===== src/rtl/irq_sequencer.sv =====
// Multi-source interrupt sequencer: latches, masks and prioritises requests,
// drains the pipeline, then injects an sf1 pseudo-instruction with a vector.
//
// state     | meaning
// ----------+-----------------------------------------------------------
// ST_IDLE   | waiting for an eligible pending source
// ST_DRAIN  | counting un-stalled cycles before injection
// ST_INJECT | sf1 driven into fetch until the first un-stalled cycle
module irq_sequencer #(
  parameter int NUM_IRQ   = 4,
  parameter int ID_W      = 2,
  parameter int VEC_W     = 8,
  parameter int VEC_BASE  = 0,
  parameter int DRAIN_CYC = 2,
  parameter bit NEST_EN   = 1'b0
) (
  input  logic               clk,
  input  logic               rst,
  input  logic [NUM_IRQ-1:0] irq_in,
  input  logic               mask_wr,
  input  logic [NUM_IRQ-1:0] mask_in,
  input  logic               stall_in,
  input  logic               branch_taken,
  input  logic               rti_retire,
  output logic               sf1,
  output logic [VEC_W-1:0]   vec_addr,
  output logic               int_clr,
  output logic               int_en,
  output logic [ID_W-1:0]    active_id,
  output logic [NUM_IRQ-1:0] pending,
  output logic [NUM_IRQ-1:0] mask
);

  typedef enum logic [1:0] {ST_IDLE, ST_DRAIN, ST_INJECT} state_t;

  localparam logic [3:0] CNT_LOAD = 4'(DRAIN_CYC);

  state_t             state, state_n;
  logic [3:0]         cnt, cnt_n;
  logic [ID_W-1:0]    sel_id, sel_n;
  logic [NUM_IRQ-1:0] irq_prev;
  logic [NUM_IRQ-1:0] in_service;
  logic [NUM_IRQ-1:0] eligible;
  logic               blocked;
  logic               any_elig;
  logic [ID_W-1:0]    cand_id;
  logic [NUM_IRQ-1:0] retire_vec;
  logic [NUM_IRQ-1:0] clr_vec;
  logic [NUM_IRQ-1:0] pending_n;
  logic [NUM_IRQ-1:0] isv_n;

  // With nesting, blocked accumulates in-service bits at or above each index's priority.
  always_comb begin
    eligible = '0;
    blocked  = 1'b0;
    for (int k = 0; k < NUM_IRQ; k++) begin
      if (NEST_EN) blocked = blocked | in_service[k];
      else         blocked = |in_service;
      eligible[k] = pending[k] & mask[k] & ~blocked;
    end
  end

  always_comb begin
    any_elig = |eligible;
    cand_id  = '0;
    for (int k = NUM_IRQ - 1; k >= 0; k--) begin
      if (eligible[k]) cand_id = ID_W'(k);
    end
  end

  always_comb begin
    active_id = '0;
    for (int k = NUM_IRQ - 1; k >= 0; k--) begin
      if (in_service[k]) active_id = ID_W'(k);
    end
  end

  // Lowest set in-service bit isolated as v & -v.
  assign retire_vec = rti_retire ? (in_service & (~in_service + NUM_IRQ'(1))) : '0;
  assign int_en     = |in_service;
  assign vec_addr   = VEC_W'(VEC_BASE) + VEC_W'(sel_id);

  always_comb begin
    state_n = state;
    cnt_n   = cnt;
    sel_n   = sel_id;
    sf1     = 1'b0;
    int_clr = 1'b0;
    case (state)
      ST_IDLE: begin
        if (any_elig) begin
          state_n = ST_DRAIN;
          cnt_n   = CNT_LOAD;
        end
      end
      ST_DRAIN: begin
        if (branch_taken) begin
          cnt_n = CNT_LOAD;
        end else if (!stall_in) begin
          cnt_n = cnt - 4'd1;
          if (cnt == 4'd1) begin
            if (any_elig) begin
              state_n = ST_INJECT;
              sel_n   = cand_id;
            end else begin
              state_n = ST_IDLE;
            end
          end
        end
      end
      ST_INJECT: begin
        sf1 = 1'b1;
        if (!stall_in) begin
          int_clr = 1'b1;
          state_n = ST_IDLE;
        end
      end
      default: state_n = ST_IDLE;
    endcase
  end

  // Retire is applied before the newly accepted source is marked in service.
  always_comb begin
    clr_vec = '0;
    for (int k = 0; k < NUM_IRQ; k++) begin
      clr_vec[k] = int_clr && (sel_id == ID_W'(k));
    end
    pending_n = (pending & ~clr_vec) | (irq_in & ~irq_prev);
    isv_n     = (in_service & ~retire_vec) | clr_vec;
  end

  always_ff @(posedge clk or negedge rst) begin
    if (!rst) begin
      state      <= ST_IDLE;
      cnt        <= '0;
      sel_id     <= '0;
      irq_prev   <= '0;
      pending    <= '0;
      in_service <= '0;
      mask       <= '1;
    end else begin
      state      <= state_n;
      cnt        <= cnt_n;
      sel_id     <= sel_n;
      irq_prev   <= irq_in;
      pending    <= pending_n;
      in_service <= isv_n;
      if (mask_wr) mask <= mask_in;
    end
  end

endmodule


===== config.mk =====
export PLATFORM = sky130hd
export DESIGN_NAME = irq_sequencer
export DESIGN_NICKNAME = d
export VERILOG_FILES = /design/src/rtl/irq_sequencer.sv
export SDC_FILE = /design/constraint.sdc
export NUM_CORES = 1
export LEC_CHECK = 0
export CORE_MARGIN = 2
export CORE_UTILIZATION = 66
export CTS_BUF_LIST = sky130_fd_sc_hd__clkbuf_4
export CTS_CLUSTER_DIAMETER = 150
export DETAILED_ROUTE_END_ITERATION = 8
export DONT_BUFFER_PORTS = 1
export PLACE_DENSITY_LB_ADDON = 0.1
export SYNTH_ARGS = -nofsm -noshare
export SYNTH_HDL_FRONTEND = slang
export SYNTH_SLANG_ARGS = --single-unit

===== constraint.sdc =====
create_clock -name clk -period 4.3 [get_ports clk]
set_clock_uncertainty 0.1 [all_clocks]
set_input_delay 0.43 -clock clk [delete_from_list [all_inputs] [get_ports clk]]
set_output_delay 0.43 -clock clk [all_outputs]
set_load 0.005 [all_outputs]

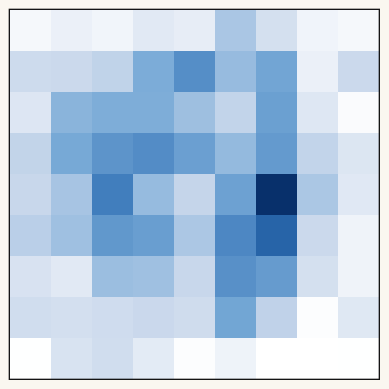
**Above:** run 1 (wire density map).
Scale: 8 px per um. 9 x 9 tiles, from white (low) to dark blue (high), scaled to the fullest tile. Values are wire area over tile area, all layers added.
The densest ninth of the die: center. The emptiest ninth of the die: south-east. The mean over all tiles is 0.17.
total wire length: 2191 um
GR Util All Layers: 23.08%
via count: 844
Wirelength per Cell: 16.11 um

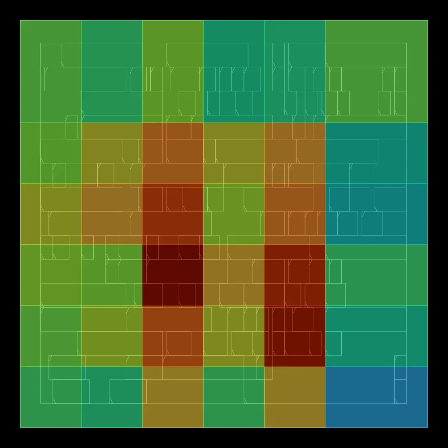
**Above:** run 1 (routing congestion).
Layout Utilization: 70.74%
met1 usage in global routing: 29.64%
busiest grt layer: met2
met3 usage: 4.706%
met2 usage: 35.83%

==> Changelog: implementation, run 1 <==
### Metrics

* Number of setup buffers added after CTS at 0
* Synth warn at 0
* Cell count in the Yosys report at 116
* Number of global-route vias before repair at 793
* Clock slew at reported path FFs at 0.12 ns
* Worst path required time at 4.39 ns
* Sink Count at 24
* CP max FO at 10
* CTS buffer count at 3
* Setup CP Type: flip-flop to flip-flop
* Post-CTS sizing at 0
* PD cells at 331.4 nW/um2
* Final ANT Viol Nets at 0
* Register area share after synthesis at 51.82%
* Crit end category: flip-flop
* Initial core utilization at 69.19%
* Main flop type: dfrtp_1
* Layout cell share with drive strength beyond 1 at 13.45%
* Diode count at 0
* Status: completed
* Number of fill cells in the layout at 126
* Placed instance area at 1159 um2
* Initial drt markers at 32
* Worst min-delay path startpoint: irq_in[2]
* Drt pass-1 iters at 4
* RSZ-0062 raised after global routing: no
* Final worst slack at 2.217 ns
* F_max at 480.0 MHz
* I/O Pins at 35
* Worst r2r dst: pending[0]
* Max Slew Vio Count at 0
* Synth Cell Area at 1169 um2
* DRC violations left at 0
* CTS Root Cell: clkbuf_4
* Max incr delay on CP at 0.62 ns
* Hold Path Class: input pin to flip-flop
* Clk latency late pin at 0.31 ns
* R2R Path Start: state[1]
* Crit path DAT at 2.18 ns
* Clock period minus worst slack at 2.083 ns
* Layout area overhead at 2.249%
* Via density at 6.206
* CTS hold repair buffers at 1
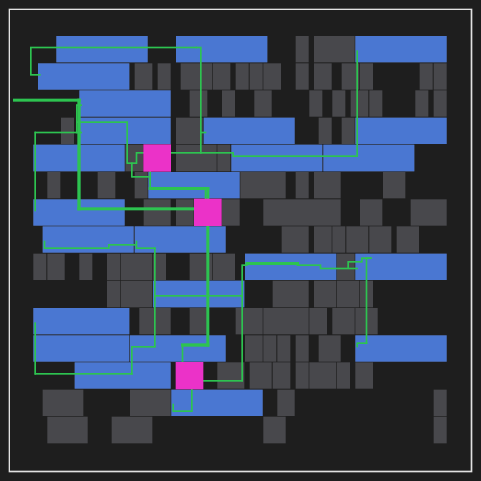
**Above:** run 1 (routed clock nets over the placement).
Scale: 10 px per um.
Blue stands for flip-flops, count 24. Magenta stands for cells driving clock nets, count 3. Green stands for clock wires, length 257 um.
There are 4 routed clock nets. Position of the flops: spread over the die.

run 1: cells in the mapped netlist (2+ instances only):
master / number / area share (%)
a22o_1: 2 / 1.5
nor3b_1: 3 / 1.9
nand2b_1: 3 / 1.6
nor4_1: 2 / 1.1
a31oi_1: 3 / 1.6
buf_4: 6 / 3.9
ha_1: 2 / 2.1
mux2_2: 4 / 3.9
dfstp_2: 4 / 9.0
dfrtp_1: 20 / 43
nor2_1: 4 / 1.3
nor2b_1: 3 / 1.6
nor3_1: 3 / 1.3
nand2_1: 15 / 4.8
inv_1: 9 / 2.9
a21oi_1: 3 / 1.3
o21ai_0: 14 / 6.0
run 1: layer usage:
layer,GRT usage (%),vias up,share of wire [%]
met5,0,-,0
met4,13.71,0,2.8
met3,4.706,8,7.8
met2,35.83,44,49
met1,29.64,400,40
li1,-,392,-
run 1: worst reg2reg max path, cell delays in order, from the launching register on:
cell and delay, ns:
dfrtp_1 0.56, nor3b_1 0.62, or3b_2 0.51, nand2_1 0.07, o21ai_0 0.10
run 1: state kept, by name (all words and copies together), names as in the netlist:
register    count
cnt             4
state           2
sel_id          2
pending         4
irq_prev        4
mask            4
in_service      4
run 1: per-stage QoR:
step	hold slack, ns	util, %	power (uW)	instances
floorplan	0.03441	-	290.7	121
global placement	0.03490	68.59	294.5	131
detailed placement	0.03499	68.59	297.2	131
CTS	0.02707	70.74	397.7	136
global route	0.01389	70.74	413.8	136
finish	0.03203	70.74	396.0	136
run 1: power by group:
part	switching, uW	internal (uW)
Sequential	18.6	243
Clock	64.5	33.9
Combinational	19.5	16.8
run 1: cell type report:
cell class / count / area [um2] / area share [%]
flip-flops and latches: 24 / 605.6 / 50.68
multi-input cells: 81 / 498.0 / 41.68
inverters: 9 / 33.78 / 2.827
clock buffers: 3 / 22.52 / 1.885
well taps: 17 / 21.27 / 1.780
repair buffers: 1 / 10.01 / 0.8377
clock inverters: 1 / 3.754 / 0.3141
run 1: worst max path at each step:
stage	endpoint	slack (ns)	cells after the start
after floorplan	sel_id[0]	2.42	4
after global placement	sel_id[0]	2.35	4
after detailed placement	pending[0]	2.28	4
after CTS	pending[0]	2.24	4
after global routing	pending[0]	2.11	4
final	pending[0]	2.22	4
run 1: cells by family after synthesis:
logic type,count (synthesis),share of synthesized area [%]
muxes,5,4.818
AOI/OAI and AO/OA,25,12.42
adders and majority gates,2,2.141
other,1,0.3209
DFF,24,51.82
and+or+nand+nor,43,21.31
buffers and inverters,16,7.173
run 1: layout by cell type (no fill, tap or decap), types with 2 or more instances in the layout:
cell type,count
dfrtp_1,20
nand2_1,15
o21ai_0,14
inv_1,9
conb_1,6
nor2_1,4
mux2_2,4
dfstp_2,4
nor3b_1,3
a21oi_1,3
nor2b_1,3
nor3_1,3
nand2b_1,3
a31oi_1,3
clkbuf_4,3
a22o_1,2
nor4_1,2
ha_1,2
**Run 1: port wiring**

Scale: 10 px per um.
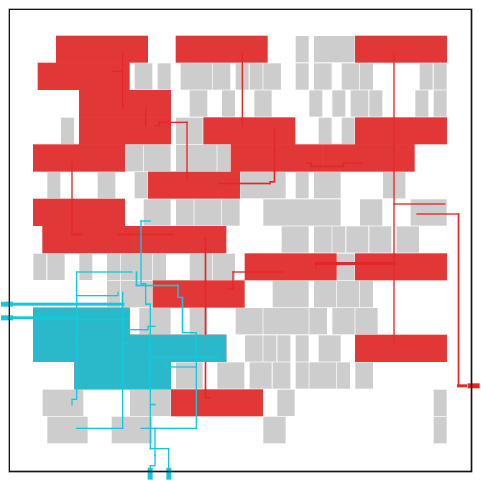

==> run 2, diff against run 1 <==
Settings changed: CORE_UTILIZATION 66 to 64.
Clock period 4.3 ns to 2.1 ns, I/O delays scaled along.
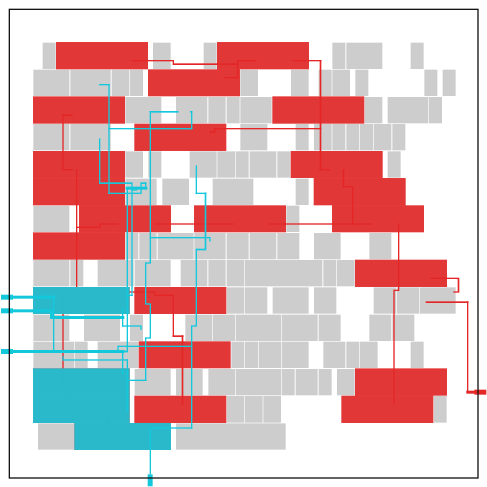
**Above:** run 2 (port wiring).
Scale: 10 px per um.
Cyan stands for mask, direction output, end cells 4, buffers 0, wire 199 um. Red stands for rst, direction input, end cells 24, buffers 1, wire 165 um.

==> run 2 against run 1 <==
Compared with the run above:
- combinational power rose to 2.9 times the previous value
- fmax rose by 6.5%
- setup slack got worse by 2.1 ns
- register-to-register slack got worse by 2.1 ns
- clock-buffer cell count stayed put
- largest power group unchanged
- critical path type unchanged
==> Changelog: implementation, run 2 <==
### Metrics

* Most instantiated logic cells after routing: dfrtp_1 (20), nand2_1 (15), dlygate4sd3_1 (15) (was dfrtp_1 (20), nand2_1 (15), o21ai_0 (14))
* Placed instance area at 1176 um2 (was 1159 um2)
* I/O Pins at 35 (unchanged)
* Crit path DAT at 2.07 ns (was 2.18 ns)
* Cell count in the Yosys report at 116 (unchanged)
* Total wire length at 2544 um (was 2191 um)
* Met3 usage at 5.769% (was 4.706%)
* PD cells at 700.9 nW/um2 (was 331.4 nW/um2)
* CTS Root Cell: clkbuf_4 (unchanged)
* Layout area overhead at 18.20% (was 2.249%)
* Crit end category: flip-flop (unchanged)
* Commonest non-fill, non-tap cell in the layout: dfrtp_1 (unchanged)
* Worst path required time at 2.21 ns (was 4.39 ns)
* Max incr delay on CP at 0.60 ns (was 0.62 ns)
* Post-CTS sizing at 0 (unchanged)
* CP max FO at 4 (was 10)
* Crit path depth at 4 (unchanged)
* CTS buffer count at 3 (unchanged)
* F_max at 511.3 MHz (was 480.0 MHz)
* Via density at 5.638 (was 6.206)
* Wirelength per Cell at 15.90 um (was 16.11 um)
* Clk latency late pin at 0.31 ns (about the same)
* Drt pass-1 iters at 4 (unchanged)
* CTS hold repair buffers at 15 (was 1)
* Top-count cell post-synth: dfrtp_1 (unchanged)
* Final worst slack at 0.1440 ns (was 2.217 ns)
* Initial core utilization at 67.68% (was 69.19%)
* Area leader, netlist: dfrtp_1 (unchanged)
* Max Slew Vio Count at 0 (unchanged)
* Number of setup buffers added after CTS at 0 (unchanged)
* RSZ-0062 raised after global routing: no (unchanged)
* Area share, top type at 42.83% (unchanged)
* Busiest grt layer: met2 (unchanged)
* Clock period minus worst slack at 1.956 ns (was 2.083 ns)
* Main flop type: dfrtp_1 (unchanged)
* Status: completed (unchanged)
* Ranking of synthesized cells by area: dfrtp_1 (43%), dfstp_2 (9.0%), o21ai_0 (6.0%) (unchanged)
* Layout Utilization at 80.00% (was 70.74%)
* Via count at 902 (was 844)
* Synth warn at 0 (unchanged)
* Register area share after synthesis at 51.82% (unchanged)
* Commonest cells in the netlist: dfrtp_1 (20), nand2_1 (15), o21ai_0 (14) (unchanged)
* Final ANT Viol Nets at 0 (unchanged)
-- run 2: cell type report --
class                   instances  area [um2]  share of cell area, %
flip-flops and latches         24       605.6                  43.84
well taps                      25       31.28                  2.265
clock buffers                   3       22.52                  1.630
inverters                       9       33.78                  2.446
multi-input cells              81       498.0                  36.05
repair buffers                 16       157.7                  11.41
clock inverters                 1       30.03                  2.174
diodes                          1       2.502                 0.1812
-- run 2: metrics by stage --
stage	power, uW	std cells
floorplan	595.2	121
global placement	602.1	140
detailed placement	605.7	140
CTS	967.5	159
global route	1013	160
finish	968.1	160
-- run 2: tightest hold or removal path: stages --
cell	delay [ns]
inv_1	0.03
o21ai_0	0.08
o21ai_0	0.07
-- run 2: kinds of logic (layout without fill, tap and decap cells) --
family / Yosys count / after routing / share of synthesized area (%)
other cells: 1 / 7 / 0.3209
mux: 5 / 5 / 4.818
fa+ha+maj: 2 / 2 / 2.141
simple gates: 43 / 43 / 21.31
flops: 24 / 24 / 51.82
compound gates: 25 / 25 / 12.42
buf+inv: 16 / 29 / 7.173
-- run 2: path summary, 6_finish.rpt --
check,slack (ns),end,from
worst max register to register,0.14,sel_id[0],in_service[3]
max in group asynchronous,0.85,cnt[0],rst
worst min register to register,0.35,pending[2],irq_prev[2]
worst max-delay path,0.14,sel_id[0],in_service[3]
min in group asynchronous,0.42,state[1],rst
worst min-delay path,0.006,in_service[1],rti_retire
-- run 2: metal layers --
metal	part of all wire, %	vias to the layer above
met5	0	-
met4	2.8	0
met3	6.8	6
met2	51	42
met1	39	421
li1	-	433
-- run 2: power by group --
part           switching [uW]  internal (uW)  total, uW  leakage [uW]
clock network             136            193        329     0.0000279
registers                39.1            497        536      0.000279
logic                    47.3           56.3        104      0.000306
==> run 3, diff against run 2 <==
Settings changed: GPL_ROUTABILITY_DRIVEN set to 0.
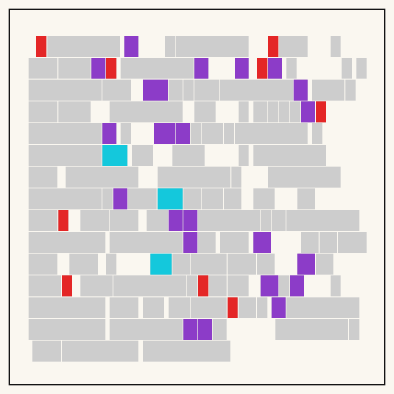
**Above:** run 3 (gate-type map).
Scale: 8 px per um.
Purple stands for inverting AOI/OAI gates, cells 22, most used o21ai_0. Cyan stands for AND-OR and OR-AND gates, cells 3, most used a22o_1. Red stands for inverters, cells 9, most used inv_1.
final std cells w/o fill: 160
commonest non-fill, non-tap cell in the layout: dfrtp_1
logic share of the area: 36.05%

==> run 3 against run 2 <==
Compared with the run above:
- non-clock buffer count unchanged
- sequential cell count unchanged
- sequential power is essentially flat
- critical endpoint unchanged
==> Changelog: implementation, run 3 <==
### Metrics

* Status: completed (unchanged)
* Initial drt markers at 18 (unchanged)
* Area share, top type at 42.83% (unchanged)
* CTS buffer count at 3 (unchanged)
* Cell count in the Yosys report at 116 (unchanged)
* Sink Count at 24 (unchanged)
* Synth Cell Area at 1169 um2 (unchanged)
* Worst path required time at 2.21 ns (about the same)
* Clk latency late pin at 0.31 ns (about the same)
* Reg area at 605.6 um2 (unchanged)
* Most instantiated logic cells after routing: dfrtp_1 (20), nand2_1 (15), dlygate4sd3_1 (15) (unchanged)
* Crit path DAT at 2.07 ns (about the same)
* Top-count cell post-synth: dfrtp_1 (unchanged)
* PD cells at 700.9 nW/um2 (unchanged)
* Crit end category: flip-flop (unchanged)
* Met3 usage at 5.769% (unchanged)
* Met1 usage in global routing at 30.38% (unchanged)
* Layout cell share with drive strength beyond 1 at 13.43% (unchanged)
* Ranking of synthesized cells by area: dfrtp_1 (43%), dfstp_2 (9.0%), o21ai_0 (6.0%) (unchanged)
* CTS Root Cell: clkbuf_4 (unchanged)
* Hold Path Class: input pin to flip-flop (unchanged)
* Main flop type: dfrtp_1 (unchanged)
* Setup CP Type: flip-flop to flip-flop (unchanged)
* I/O Pins at 35 (unchanged)
* F_max at 511.3 MHz (unchanged)
* Number of setup buffers added after CTS at 0 (unchanged)
* Layout area overhead at 18.20% (unchanged)
run 3: cell counts in the layout (fill, tap and decap cells not counted):
Identical to the previous run, type by type.
run 3: critical path: stages, from the launching register on:
cell,delay [ns]
dfrtp_1,0.42
or4_4,0.60
nor4_4,0.33
nand2_2,0.10
mux2_1,0.31
run 3: final cells by class:
cell class                      count  share of cell area, %
Antenna cell                        1                 0.1812
Clock buffer                        3                  1.630
Clock inverter                      1                  2.174
Inverter                            9                  2.446
Multi-Input combinational cell     81                  36.05
Sequential cell                    24                  43.84
Tap cell                           25                  2.265
Timing Repair Buffer               16                  11.41
run 3: routing by layer:
layer	part of all wire (%)	wire (um)	up-vias
met4	2.8	72	0
met2	51	1305	42
met5	0	0	-
met3	6.8	172	6
met1	39	994	421
li1	-	-	433
run 3: power by group:
| part | switching [uW] | internal (uW) |
|---|---|---|
| sequential | 39.1 | 497 |
| combinational | 47.3 | 56.3 |
| clock | 136 | 193 |
run 3: cell families after synthesis:
kind of cell	after synthesis	synth area share, %
flip-flops	24	51.82
AND-OR/OR-AND	25	12.42
other	1	0.3209
AND/OR/NAND/NOR	43	21.31
adder cells (fa/ha/maj)	2	2.141
buffers and inverters	16	7.173
multiplexers	5	4.818
run 3: through the flow:
step	hold slack, ns	total power, uW	cells	worst slack (ns)	cell area [um2]
finish	0.005891	968.1	160	0.1440	1381
global route	0.01131	1013	160	0.02887	1381
CTS	0.002282	967.5	159	0.1296	1379
detailed placement	-0.1851	605.7	140	0.1474	1176
global placement	-0.1851	602.1	140	0.1856	1176
floorplan	-0.1856	595.2	121	0.2249	1187
run 3: repair_timing:
item                                   CTS  global route
setup endpoints to repair                0             0
hold buffers                            15             0
endpoints found under the hold margin   39             0
gates resized                            0             0
run 3: path summary, 6_finish.rpt:
path | start | to | slack, ns | depth (start not counted)
max in group asynchronous | rst | cnt[0] | 0.85 | 1
worst max-delay path | in_service[3] | sel_id[0] | 0.14 | 4
min in group asynchronous | rst | state[1] | 0.42 | 1
worst min-delay path | rti_retire | in_service[1] | 0.006 | 3
worst max register to register | in_service[3] | sel_id[0] | 0.14 | 4
worst min register to register | irq_prev[2] | pending[2] | 0.35 | 1
Power figures rest on the tool's default switching activity, not on a simulated workload.
